--- src/rtl/divider_share_arbiter.sv ---
// divider_share_arbiter: round-robin sharing of one divider among N_REQ requesters.
// Define DIVIDER_SHARE_ZERO_BYPASS_EN to answer divide-by-zero locally without using the divider.
module divider_share_arbiter #(
    parameter int N_REQ = 4,
    parameter int WIDTH = 8,
    parameter int ID_W  = 2
) (
    input  logic                   i_clk,
    input  logic                   i_rst,
    input  logic                   i_cg,
    input  logic [N_REQ-1:0]       i_reqValid,
    output logic [N_REQ-1:0]       o_reqReady,
    input  logic [N_REQ*WIDTH-1:0] i_reqDividend,
    input  logic [N_REQ*WIDTH-1:0] i_reqDivisor,
    output logic                   o_rspValid,
    input  logic                   i_rspReady,
    output logic [ID_W-1:0]        o_rspId,
    output logic [WIDTH-1:0]       o_rspQuotient,
    output logic [WIDTH-1:0]       o_rspRemainder,
    output logic                   o_divBegin,
    output logic [WIDTH-1:0]       o_divDividend,
    output logic [WIDTH-1:0]       o_divDivisor,
    input  logic                   i_divBusy,
    input  logic                   i_divDone,
    input  logic [WIDTH-1:0]       i_divQuotient,
    input  logic [WIDTH-1:0]       i_divRemainder
);
    typedef enum logic [1:0] {S_IDLE, S_BEGIN, S_WAIT, S_RSP} state_t;

    state_t           r_state, w_next;
    logic [ID_W-1:0]  r_ptr, r_id, w_win;
    logic [WIDTH-1:0] r_dividend, r_divisor, r_quot, r_rem, w_dvd, w_dvs;
    logic             w_any, w_fire, w_bypass, w_wait_exit;

    // Scan from the highest offset down so the requester closest to the pointer wins last.
    always_comb begin
        w_any = 1'b0;
        w_win = '0;
        for (int i = N_REQ - 1; i >= 0; i--) begin
            if (i_reqValid[(int'(r_ptr) + i) % N_REQ]) begin
                w_any = 1'b1;
                w_win = ID_W'((int'(r_ptr) + i) % N_REQ);
            end
        end
    end

    assign o_reqReady  = (r_state == S_IDLE && !i_divBusy && i_cg && i_rst && w_any) ?
                         (N_REQ'(1) << w_win) : '0;
    assign w_fire      = |o_reqReady;
    assign w_dvd       = i_reqDividend[w_win*WIDTH +: WIDTH];
    assign w_dvs       = i_reqDivisor[w_win*WIDTH +: WIDTH];
    assign w_wait_exit = i_divDone | ~i_divBusy;

`ifdef DIVIDER_SHARE_ZERO_BYPASS_EN
    assign w_bypass = (w_dvs == '0);
`else
    assign w_bypass = 1'b0;
`endif

    always_comb begin
        w_next = r_state;
        case (r_state)
            S_IDLE:  if (w_fire) w_next = w_bypass ? S_RSP : S_BEGIN;
            S_BEGIN: w_next = S_WAIT;
            S_WAIT:  if (w_wait_exit) w_next = S_RSP;
            S_RSP:   if (i_rspReady) w_next = S_IDLE;
            default: w_next = S_IDLE;
        endcase
    end

    always_ff @(posedge i_clk or negedge i_rst) begin
        if (!i_rst) begin
            r_state    <= S_IDLE;
            r_ptr      <= '0;
            r_id       <= '0;
            r_dividend <= '0;
            r_divisor  <= '0;
            r_quot     <= '0;
            r_rem      <= '0;
        end else if (i_cg) begin
            r_state <= w_next;
            if (w_fire) begin
                r_dividend <= w_dvd;
                r_divisor  <= w_dvs;
                r_id       <= w_win;
                r_ptr      <= (w_win == ID_W'(N_REQ - 1)) ? '0 : w_win + 1'b1;
                if (w_bypass) begin
                    r_quot <= '1;
                    r_rem  <= w_dvd;
                end
            end
            if (r_state == S_WAIT && w_wait_exit) begin
                r_quot <= i_divQuotient;
                r_rem  <= i_divRemainder;
            end
        end
    end

    assign o_rspValid     = (r_state == S_RSP);
    assign o_rspId        = r_id;
    assign o_rspQuotient  = r_quot;
    assign o_rspRemainder = r_rem;
    assign o_divBegin     = (r_state == S_BEGIN);
    assign o_divDividend  = r_dividend;
    assign o_divDivisor   = r_divisor;
endmodule

--- config.mk ---
export PLATFORM = sky130hd
export DESIGN_NAME = divider_share_arbiter
export DESIGN_NICKNAME = d
export VERILOG_FILES = /design/src/rtl/divider_share_arbiter.sv
export SDC_FILE = /design/constraint.sdc
export NUM_CORES = 1
export LEC_CHECK = 0
export ABC_CLOCK_PERIOD_IN_PS = 3000
export CORE_AREA = 5 5 97 99
export CTS_BUF_LIST = sky130_fd_sc_hd__clkbuf_4 sky130_fd_sc_hd__clkbuf_8
export CTS_CLUSTER_DIAMETER = 150
export DETAILED_ROUTE_END_ITERATION = 10
export DIE_AREA = 0 0 102 104
export PLACE_DENSITY = 0.72
export SLEW_MARGIN = 10
export SYNTH_ARGS = -nofsm -noshare
export SYNTH_HDL_FRONTEND = slang
export SYNTH_SLANG_ARGS = --single-unit
--- constraint.sdc ---
create_clock -name i_clk -period 3 [get_ports i_clk]
set_clock_uncertainty 0.15 [all_clocks]
set_input_delay 0.6 -clock i_clk [delete_from_list [all_inputs] [get_ports i_clk]]
set_output_delay 0.6 -clock i_clk [all_outputs]
set_load 0.1 [all_outputs]
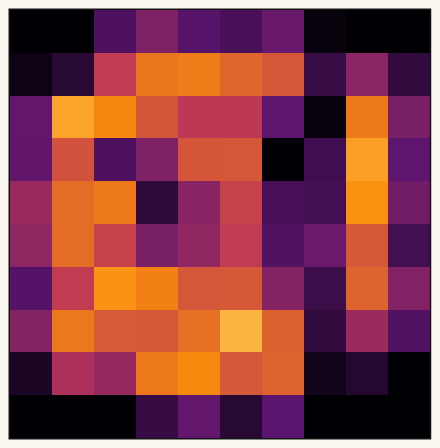
(images/density.png)
The die is cut into 10 by 10 equal tiles; black is low, pale yellow is high, 0 to 100% covered.
fullest tile = 84%
nearly empty tiles = 14%
tiles over 75% full = 5.0%
emptiest ninth of the die = bottom right
mean over tiles = 37%

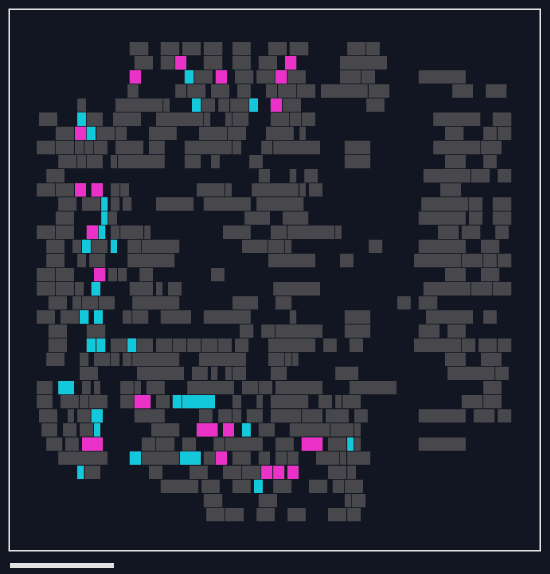
(images/gate_families.png)
Scale bar: 20 um.
AND and OR gates -> magenta  # cells 20
NAND gates -> cyan  # cells 27
Final Non-Filler Cells: 489
combinational share of cell area: 32.86%
most common logic cell in the routed design: clkdlybuf4s50_1

[worst max-delay path by stage]
stage	from	endpoint	slack (ns)	cells past startpoint
final	i_reqValid[0]	o_reqReady[2]	0.12	7
after CTS	i_reqValid[0]	o_reqReady[2]	0.11	7
after detailed placement	i_reqValid[1]	r_state[1]$_DFFE_PN0P_	-0.15	10
after global placement	i_reqValid[0]	r_state[1]$_DFFE_PN0P_	-0.08	9
after floorplan	i_reqValid[3]	o_reqReady[1]	-0.26	5
after global routing	i_reqValid[0]	o_reqReady[2]	0.05	7
[cell families (layout without fill, tap and decap cells)]
group                      count (synthesis)  after routing
and+or+nand+nor                           56             56
adders and majority gates                  6              6
AOI/OAI and AO/OA                         79             79
DFF                                       38             38
buffers and inverters                     41            180
muxes                                     22             22
==> impl_metrics.tcl <==
# flow metrics
set metrics [dict create \
    outcome "complete, no violations" \
    clkCellAreaFrac_pct 2.733 \
    rsz0062_at_grt "false" \
    drc 0 \
    fill_cells 805 \
    ys_ff 38 \
    ff_count 38 \
    ys_sh_aoi_pct 26.63 \
    first_global_vias 2529 \
    seq_share_pct 23.60 \
    num-multi-input-gates 163 \
    clock-sinks 38 \
    final_core_util_pct 47.59 \
    cts_max_level 2 \
    period_used_pct 96.13 \
    switchingPower_w 0.002938 \
    comb_area_um2 1324 \
    critPathMaxStageDelay_ns 0.36 \
    ys_sh_mux_pct 9.882 \
    routed_via_density 4.957 \
    first_pass_iters 4 \
    syn_to_final_growth_pct 64.87 \
    reg2reg_depth 9 \
    r2r_slack_ns 0.45 \
    cp_num_buf_inv 3 \
    hold_path.class "in -> async" \
    dp_slack_ns -0.1464 \
    rr_startpoint "r_ptr[0]$_DFFE_PN0P_" \
    grt_use_met2_pct 25.67 \
    path_delay_family "buffers and inverters" \
    ys_seq_share_pct 38.91 \
    cts_tree "built" \
    internal_power_w 0.001962 \
    syn_inst 242 \
    die_h_um 104 \
    busiest_layer "met2" \
]
